===== src/rtl/amba_bridge_fsm.sv =====
// Packet-sequencing controller for the AMBA bridge datapath.
// Decodes the header address, drives the phase strobes and one-hot RAM write enables.
module amba_bridge_fsm #(
  parameter int NUM_CH = 3,
  parameter int ADDR_W = 2
) (
  input  logic              clock,
  input  logic              reset,
  input  logic              pkt_valid,
  input  logic [ADDR_W-1:0] data_in,
  input  logic [NUM_CH-1:0] ram_full,
  input  logic [NUM_CH-1:0] ram_empty,
  input  logic [NUM_CH-1:0] soft_reset,
  input  logic              parity_done,
  input  logic              low_packet_valid,
  output logic              detect_add,
  output logic              lfd_state,
  output logic              ld_state,
  output logic              laf_state,
  output logic              full_state,
  output logic              rst_int_cam,
  output logic [NUM_CH-1:0] write_enb,
  output logic              busy,
  output logic [ADDR_W-1:0] ch_sel
);

  typedef enum logic [2:0] {
    DECODE_ADDRESS,
    LOAD_FIRST_DATA,
    LOAD_DATA,
    LOAD_PARITY,
    RAM_FULL,
    LOAD_AFTER_FULL,
    WAIT_TILL_EMPTY,
    CHECK_PARITY_ERROR
  } state_t;

  state_t state, next_state;

  logic fullc, emptyc, srst_c;
  logic addr_ok, empty_in;
  logic accept;
  logic wr;

  // Channel lookups by comparison so out-of-range addresses never index past NUM_CH.
  always_comb begin
    fullc    = 1'b0;
    emptyc   = 1'b0;
    srst_c   = 1'b0;
    addr_ok  = 1'b0;
    empty_in = 1'b0;
    for (int unsigned i = 0; i < NUM_CH; i++) begin
      if (ch_sel == ADDR_W'(i)) begin
        fullc  = ram_full[i];
        emptyc = ram_empty[i];
        srst_c = soft_reset[i];
      end
      if (data_in == ADDR_W'(i)) begin
        addr_ok  = 1'b1;
        empty_in = ram_empty[i];
      end
    end
  end

  assign accept = (state == DECODE_ADDRESS) && pkt_valid && addr_ok;

  always_ff @(posedge clock or posedge reset) begin
    if (reset) begin
      state  <= DECODE_ADDRESS;
      ch_sel <= '0;
    end else begin
      state <= next_state;
      if (accept) ch_sel <= data_in;
    end
  end

  always_comb begin
    next_state = state;
    case (state)
      DECODE_ADDRESS: begin
        if (accept) next_state = empty_in ? LOAD_FIRST_DATA : WAIT_TILL_EMPTY;
      end
      LOAD_FIRST_DATA: next_state = LOAD_DATA;
      LOAD_DATA: begin
        if (fullc)           next_state = RAM_FULL;
        else if (!pkt_valid) next_state = LOAD_PARITY;
      end
      RAM_FULL: begin
        if (!fullc) next_state = LOAD_AFTER_FULL;
      end
      LOAD_AFTER_FULL: begin
        if (parity_done)           next_state = DECODE_ADDRESS;
        else if (low_packet_valid) next_state = LOAD_PARITY;
        else                       next_state = LOAD_DATA;
      end
      LOAD_PARITY: next_state = CHECK_PARITY_ERROR;
      CHECK_PARITY_ERROR: next_state = fullc ? RAM_FULL : DECODE_ADDRESS;
      WAIT_TILL_EMPTY: begin
        if (emptyc) next_state = LOAD_FIRST_DATA;
      end
      default: next_state = DECODE_ADDRESS;
    endcase
    if (state != DECODE_ADDRESS && srst_c) next_state = DECODE_ADDRESS;
  end

  always_comb begin
    detect_add  = (state == DECODE_ADDRESS);
    lfd_state   = (state == LOAD_FIRST_DATA);
    ld_state    = (state == LOAD_DATA);
    laf_state   = (state == LOAD_AFTER_FULL);
    full_state  = (state == RAM_FULL);
    rst_int_cam = (state == CHECK_PARITY_ERROR);
    busy        = !((state == DECODE_ADDRESS) || (state == LOAD_DATA));
    wr          = (state == LOAD_FIRST_DATA) || (state == LOAD_PARITY) ||
                  (state == LOAD_AFTER_FULL) || ((state == LOAD_DATA) && !fullc);
    write_enb   = '0;
    for (int unsigned i = 0; i < NUM_CH; i++) begin
      write_enb[i] = wr && (ch_sel == ADDR_W'(i));
    end
  end

endmodule


===== config.mk =====
export PLATFORM = sky130hd
export DESIGN_NAME = amba_bridge_fsm
export DESIGN_NICKNAME = d
export VERILOG_FILES = /design/src/rtl/amba_bridge_fsm.sv
export SDC_FILE = /design/constraint.sdc
export NUM_CORES = 1
export LEC_CHECK = 0
export CORE_MARGIN = 3
export CORE_UTILIZATION = 42
export DETAILED_ROUTE_END_ITERATION = 7
export PLACE_DENSITY = 0.83
export SKIP_CTS_REPAIR_TIMING = 1
export SYNTH_ARGS = -nofsm -noshare
export SYNTH_HDL_FRONTEND = slang
export SYNTH_SLANG_ARGS = --single-unit

===== constraint.sdc =====
create_clock -name clock -period 3.95 [get_ports clock]
set_input_delay 0.79 -clock clock [delete_from_list [all_inputs] [get_ports clock]]
set_output_delay 0.79 -clock clock [all_outputs]
set_load 0.05 [all_outputs]

**Clock network drawn from the DEF**

Scale: 12 px per µm.
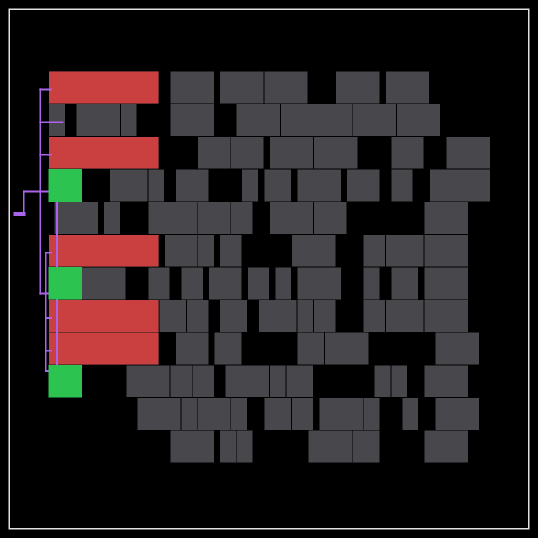
[green] clock-net drivers | count: 3
[purple] clock wires | length: 58.4 µm
[red] flip-flops | count: 5
routed clock nets: 4

**Signal wires on met3**

Scale: 8 px per µm.
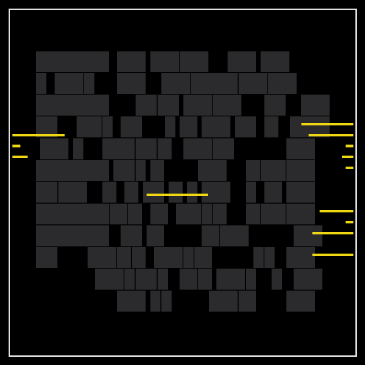
main direction: horizontal
longest straight run: 7.40 µm
share of all routed wire: 3.0%
nets with wire on the layer: 13
wire length on this layer: 44.2 µm

**Clock routing**

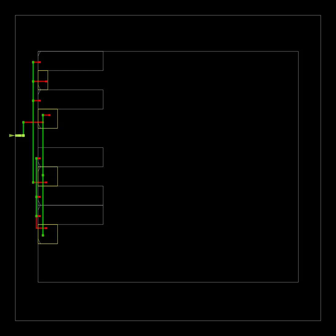
CTS buffer count: 3
Seq cells: 5
Final Skew: 0.00324 ns

**Cell classes on the final placement**

Scale: 6 px per µm.
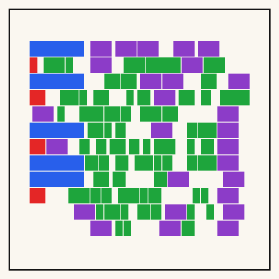
[purple] remaining buffers and delay cells | cells: 27
[green] remaining logic cells | cells: 64
[blue] registers | cells: 5
[red] clock drivers and dummy loads | cells: 4

**Wires at chosen ports, followed through buffers**

Scale: 12 px per µm.
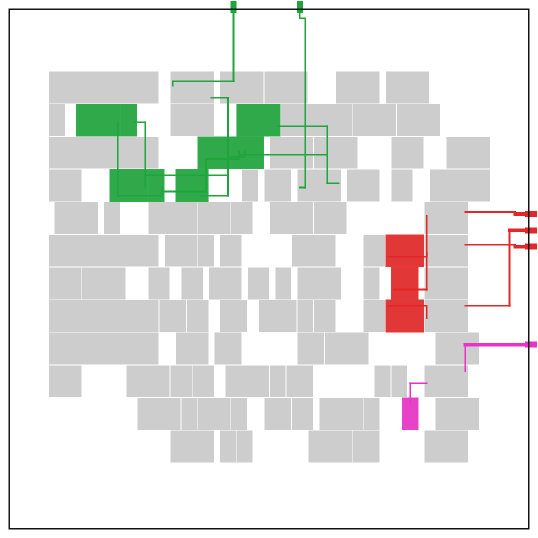
[green] data_in | bits: 2 | direction: input | end cells: 8 | buffers: 2 | wire: 91.1 µm
[magenta] ld_state | bits: 1 | direction: output | end cells: 1 | buffers: 1 | wire: 10.1 µm
[red] write_enb | bits: 3 | direction: output | end cells: 3 | buffers: 3 | wire: 37.8 µm

## flip-flops by register name, summed over array words and instances, names as in the netlist
name    cells
state       3
ch_sel      2
## cell type report
| cell class | instances | area [µm²] | area share [%] |
|---|---|---|---|
| Sequential cell | 5 | 125 | 14.7 |
| Timing Repair Buffer | 27 | 270 | 31.7 |
| Tap cell | 14 | 17.5 | 2.05 |
| Multi-Input combinational cell | 60 | 399 | 46.8 |
| Clock buffer | 4 | 26.3 | 3.08 |
| Inverter | 4 | 15.0 | 1.76 |
## stage by stage
step                      instances  instance area, µm²  power, mW
after floorplan                  73                 581      0.538
after global placement          110                 827      0.647
after detailed placement        110                 827      0.654
after CTS                       114                 853      0.714
after global routing            114                 853      0.765
final                           114                 853      0.711
==> run summary <==
Hold Path Stages -> 2
adder share -> 1.94%
worst slew pin tran -> 0.503 ns
First-pass DRT Iterations -> 4
Post-synth EDFFs -> 0
Worst Reg2Reg Path Length in Cells -> 5
Period Utilization, post-route -> 89.2%
Critical Path Source -> ram_full[0]
area delta synth->final -> 47.0%
yosys cell count -> 73
DR WL met3 -> 44 µm
CP max stage cell -> clkdlybuf4s50_1
clock tree from TritonCTS -> built
fill cell count -> 101
clk buf depth -> 2
yosys xor share -> 0%
row count -> 12
Top delay family on crit path -> buffers and inverters
CTS root buffer -> clkbuf_4
WL/cell -> 12.9 µm
# diodes -> 0
P_seq -> 0.146 mW
Met1 Routed Length -> 688 µm
GR Overflow Total -> 0
antenna-violating nets left -> 0
clk slew on worst S/H paths -> 0.04 ns
Clock Sinks -> 5
Slew Limit Fails -> 0
global-route wire length before repair -> 2.43 mm
Hold Path Class -> reg2reg
RR Startpoint -> ch_sel[0]$_DFFE_PP0P_
Pint -> 0.322 mW
Crit path buffers/inverters -> 2
CP cell instances -> clkdlybuf4s50_1 -> mux2i_2 -> a21oi_1 -> nor4b_1 -> clkdlybuf4s50_1
synth warn -> 0
Synth Register Bits -> 5
post-synthesis async set-or-reset flop share -> 100%
crit-path max cell delay -> 0.85 ns
fin util -> 71.0%
Main area contributors -> dfrtp_1, mux2i_1, o21a_1
drt total wl -> 1.47 mm
Gate power share -> 71.6%
Crit path depth -> 5
DP HPWL -> 1.15 mm
P_comb -> 0.509 mW
Placer Congestion -> 0.864
vias per inst -> 5.43
net count after synthesis -> 89
Late-Pin Clk Latency -> 0.23 ns
Top cell excl fill/tap -> clkdlybuf4s50_1
number of buffers added on ports -> 27
met2 Resource Use GR -> 26.3%
H-Tree Depth -> 1
Initial Util -> 48.3%
power share of the sequential group -> 20.5%
final setup violation count -> 0
Simple Share, Synth -> 27.4%
IO Pins -> 28
largest net degree at the start of global routing -> 16
largest area contributor in the netlist -> dfrtp_1
top sig layer -> met3
pwr/cell area -> 833 nW/µm²
hold endpoint -> state[2]$_DFFE_PP0P_
die area -> 1860 µm²
Yosys Chip Area -> 581 µm²
violation tally from detailed-route iteration zero -> 10
Clk pwr share -> 7.9%
Most Crowded Layer GR -> met2
Post-synth seq share -> 21.6%
Setup crit end -> write_enb[1]
Chip Height -> 43.2 µm
initial antenna violation count -> 0
Core Region -> 1200 µm²
headroom to the max-slew limit -> 66.4%
Final TNS setup -> 0 ns
Compound Share, Synth -> 30.2%
die x size -> 43.2 µm
most common cell in the netlist -> nor2_1
VDD IR-drop max -> 0.538 mV
Top-area cell share -> 21.6%
max frequency -> 284 MHz
gr usage total -> 17.0%
Pleak -> 0.345 nW
RSZ-0062 raised after global routing -> no
final hold violations -> 0
Max-cap violations -> 0
routed via count -> 619
tool warnings -> 26
met3 GRT Util -> 3.81%
net switching power -> 0.390 mW
CP most frequent cell -> clkdlybuf4s50_1
Multiplexer share -> 9.27%
most instantiated logic cells after routing -> clkdlybuf4s50_1, nor2_1, a21oi_1, o21a_1, dfrtp_1
status -> completed
Unique cell types -> 33
syn avg cell area -> 7.95 µm²
final setup margin -> 0.426 ns
Net Sw Frac -> 54.8%
cell count after synthesis -> 73
WL met2 -> 734 µm
crit path max fanout -> 3
top power group -> combinational logic
final hold slack -> 0.675 ns
Crit. End Element -> output pin
CP startpoint kind -> input pin
Place WS -> 0.432 ns
hold_sp -> state[2]$_DFFE_PP0P_
drt drc -> 0
Layout Nets -> 117
synthesized area -> 581 µm²
reg2reg end -> state[0]$_DFFE_PP0P_
Min Clock Period, post-route -> 3.52 ns
main flop type -> dfrtp_1
Clock net power -> 0.0562 mW
critical path data required time -> 3.16 ns
R2R setup slack -> 2.20 ns
met1 GRT Util -> 21.5%
CP Class -> in2out
most frequent cells after synthesis -> nor2_1, a21oi_1, dfrtp_1, o21a_1
crit path DAT -> 2.73 ns
Top logic family -> AND-OR/OR-AND gates
vias in the first global route -> 576
layout cells sized above 1 -> 8.00%
Power figures rest on the tool's default switching activity, not on a simulated workload.
